`config.mk`:
```
export PLATFORM = sky130hd
export DESIGN_NAME = out_lane_buffer
export DESIGN_NICKNAME = d
export VERILOG_FILES = /design/src/rtl/resizer_pkg.sv /design/src/rtl/lane_compactor.sv /design/src/rtl/out_lane_buffer.sv
export SDC_FILE = /design/constraint.sdc
export NUM_CORES = 1
export LEC_CHECK = 0
export CAP_MARGIN = 20
export CORE_MARGIN = 3
export CORE_UTILIZATION = 50
export DETAILED_ROUTE_END_ITERATION = 8
export PLACE_DENSITY = 0.71
export SLEW_MARGIN = 15
export SYNTH_ARGS = -nofsm -noshare
export SYNTH_HDL_FRONTEND = slang
export SYNTH_SLANG_ARGS = --single-unit
```
`constraint.sdc`:
```
create_clock -name clk -period 4.1 [get_ports clk]
set_input_delay 1.025 -clock clk [delete_from_list [all_inputs] [get_ports clk]]
set_output_delay 1.025 -clock clk [all_outputs]
set_load 0.02 [all_outputs]
```
`src/rtl/resizer_pkg.sv`:
```
// Shared definitions for the resizer lane buffers: lane field layout and entry sizing.
package resizer_pkg;

    localparam int KEEP_BIT = 0;
    localparam int LAST_BIT = 1;
    localparam int DATA_LSB = 2;

    // Packed so that keep lands on bit 0 and last on bit 1 of a lane field.
    typedef struct packed {
        logic last;
        logic keep;
    } lane_flags_t;

    function automatic int entry_sz(input int data_w, input int lanes);
        return (DATA_LSB + data_w) * lanes;
    endfunction

endpackage

```
`src/rtl/lane_compactor.sv`:
```
// Packs the kept lanes of one slave entry down to the low lane indices, in order.
module lane_compactor
    import resizer_pkg::*;
#(
    parameter int S_KEEP_WIDTH = 3,
    parameter int T_DATA_WIDTH = 1,
    parameter int EW           = entry_sz(T_DATA_WIDTH, S_KEEP_WIDTH),
    parameter int CW           = $clog2(S_KEEP_WIDTH + 1)
) (
    input  logic [EW-1:0] entry,
    output logic [EW-1:0] packed_entry,
    output logic [CW-1:0] kept_count
);
    localparam int LW = DATA_LSB + T_DATA_WIDTH;

    // pos is the running prefix sum of keep bits below lane i.
    always_comb begin
        int pos;
        pos          = 0;
        packed_entry = '0;
        for (int i = 0; i < S_KEEP_WIDTH; i++) begin
            if (entry[i*LW + KEEP_BIT]) begin
                packed_entry[pos*LW +: LW] = entry[i*LW +: LW];
                pos = pos + 1;
            end
        end
        kept_count = CW'(pos);
    end

endmodule

```
`src/rtl/out_lane_buffer.sv`:
```
// Circular lane store that re-slices slave-width entries into master-width entries.
module out_lane_buffer
    import resizer_pkg::*;
#(
    parameter int S_KEEP_WIDTH     = 3,
    parameter int T_DATA_WIDTH     = 1,
    parameter int M_KEEP_WIDTH     = 2,
    parameter int DEPTH            = 8,
    parameter int BUF_IN_ENTRY_SZ  = entry_sz(T_DATA_WIDTH, S_KEEP_WIDTH),
    parameter int BUF_OUT_ENTRY_SZ = entry_sz(T_DATA_WIDTH, M_KEEP_WIDTH)
) (
    input  logic                        clk,
    input  logic                        rst_n,
    input  logic [BUF_IN_ENTRY_SZ-1:0]  s_entry,
    input  logic                        s_entry_valid,
    output logic                        s_entry_ready,
    output logic [BUF_OUT_ENTRY_SZ-1:0] master_entry,
    output logic                        underflow,
    input  logic                        master_entry_ready,
    output logic [$clog2(DEPTH):0]      occupancy
);
    localparam int LW = DATA_LSB + T_DATA_WIDTH;
    localparam int AW = $clog2(DEPTH);
    localparam int OW = AW + 1;
    localparam int CW = $clog2(S_KEEP_WIDTH + 1);

    typedef struct packed {
        logic [T_DATA_WIDTH-1:0] data;
        lane_flags_t             flags;
    } lane_t;

    lane_t [DEPTH-1:0]        store;
    logic  [AW-1:0]           wr_ptr, rd_ptr;
    logic  [BUF_IN_ENTRY_SZ-1:0] packed_entry;
    logic  [CW-1:0]           kept_count;
    lane_t [M_KEEP_WIDTH-1:0] win, head;
    logic  [OW-1:0]           pop_cnt;
    logic                     found, avail, push, pop;

    lane_compactor #(
        .S_KEEP_WIDTH (S_KEEP_WIDTH),
        .T_DATA_WIDTH (T_DATA_WIDTH)
    ) u_compact (
        .entry        (s_entry),
        .packed_entry (packed_entry),
        .kept_count   (kept_count)
    );

    assign s_entry_ready = occupancy <= OW'(DEPTH - S_KEEP_WIDTH);
    assign push          = s_entry_valid & s_entry_ready;
    assign pop           = master_entry_ready & avail;
    assign underflow     = !avail;
    assign master_entry  = head;

    // Window slots beyond occupancy hold stale lanes, so the last search is gated by occupancy.
    always_comb begin
        found   = 1'b0;
        pop_cnt = OW'(M_KEEP_WIDTH);
        head    = '0;
        for (int j = 0; j < M_KEEP_WIDTH; j++) begin
            win[j] = store[rd_ptr + AW'(j)];
            if (!found && OW'(j) < occupancy && win[j].flags.last) begin
                found   = 1'b1;
                pop_cnt = OW'(j + 1);
            end
        end
        avail = found || occupancy >= OW'(M_KEEP_WIDTH);
        for (int j = 0; j < M_KEEP_WIDTH; j++) begin
            if (avail && OW'(j) < pop_cnt) begin
                head[j]            = win[j];
                head[j].flags.keep = 1'b1;
                head[j].flags.last = found && OW'(j + 1) == pop_cnt;
            end
        end
    end

    always_ff @(posedge clk or negedge rst_n) begin
        if (!rst_n) begin
            store     <= '0;
            wr_ptr    <= '0;
            rd_ptr    <= '0;
            occupancy <= '0;
        end else begin
            if (push) begin
                for (int i = 0; i < S_KEEP_WIDTH; i++) begin
                    if (CW'(i) < kept_count)
                        store[wr_ptr + AW'(i)] <= lane_t'(packed_entry[i*LW +: LW]);
                end
                wr_ptr <= wr_ptr + AW'(kept_count);
            end
            if (pop)
                rd_ptr <= rd_ptr + AW'(pop_cnt);
            occupancy <= occupancy + (push ? OW'(kept_count) : OW'(0))
                                   - (pop  ? pop_cnt        : OW'(0));
        end
    end

endmodule

```
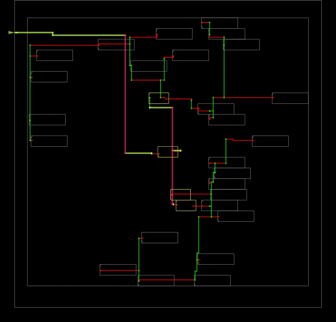
(images/clock_nets.png)
registers: 26
Clock Buffer Count: 4
# clock sinks: 26
power consumed by the clock network: 0.168 mW
clock insertion delay at the later pin of the skew report: 0.28 ns

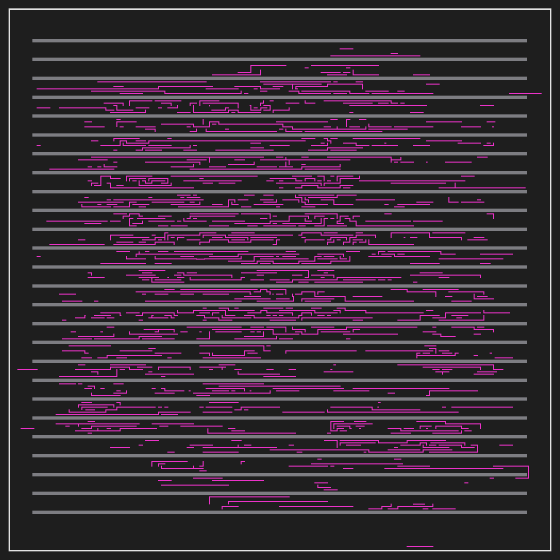
(images/m1.png)
Supply wires on this layer in grey.
main direction	horizontal
share of all routed wire	42%

==> run notes <==
Figures from the implementation reports.

- The run finished with clean final reports.
- After its last routability iteration, the placer logged a weighted congestion of 0.918.
- The netlist uses 61 different library cells.
- Timing analysis after detailed placement gives a worst setup slack of 0.242 ns.
- The number of global-route vias before repair was 2,246.
- The first-pass iteration count of the detailed router reads 5.
- The number of cell instances on the worst register-to-register path is 11.
- The final non-filler cell area reads 0.00295 sq mm.
- 0 antenna diodes ended up in the layout.
- Among the non-sequential cells, AND-OR/OR-AND gates take the most area.
- The TritonCTS buffer count is 3.
- Dividing the detail-routed wire length by the instance count gives 17.8 microns.
- The count of nets left with antenna violations after detail routing is 0.
- The area figure in the yosys stat output reads 0.00258 sq mm.
- The element type at the critical path end is an output port.
- The DRC violation count after routing reads 0.
- The transition at the pin with the smallest max-transition slack reads 0.775 ns.
- The part of the power in the clock network is 0.067.
- The main flop type after synthesis is sky130_fd_sc_hd__dfrtp_1.
- Among cell families on the critical path, the largest total delay comes from multiplexers.
- In this run, the number of DRC markers left after iteration 0 of detailed routing was 214.
- The power share of the sequential group is 0.245.
- The capture point of the worst register-to-register path is recorded as occupancy[3]$_DFF_PN0_.
- The total power density per cell area reads 853 mW/mm^2.
- The wire length on met2 is 3130 microns.
- The number of OpenROAD warnings is 29.
- CTS reports a maximum clock tree buffer depth of 2.
- The startpoint of the worst setup timing path reads rd_ptr[0]$_DFFE_PN0P_.
- Counting flops per register, the top entry is store.
- In the hold timing report, the worst path depth is 1.
- The count of buffer and inverter cells on the critical path is 1.
- The net count of the finished layout is 333.
- Of the post-synthesis cell area, the dominant cell type holds 0.252.
- The number of antenna violations at the first check in global routing reads 0.
- The yosys stat cell total is 279.
- The number of warning messages in the yosys log reads 0.
- The mapped cell area is 0.00258 sq mm.
- The buffers inserted during post-CTS setup optimization is 0.
- The net count after synthesis is 309.
- The power report lists the sequential group at 0.616 mW.
- The share of cell area taken by flip-flops and latches is 0.221.
- The data required time of the worst path reads 3.07 ns.
- The count of boundary I/O pins reads 25.
- For this configuration, the core starts out at a cell density of 0.532.
- Note, the detailed placer reported a final HPWL of 5040 microns.
- The leading area contributor after synthesis is sky130_fd_sc_hd__dfrtp_1.
- The tightest min-delay check is of the reg -> reg type.
- The via count is 2,282.
- The combinational power is 1.73 mW.
- The post-synthesis cell count reads 279.
No activity file was given, so power comes from the tool's default toggle rates.
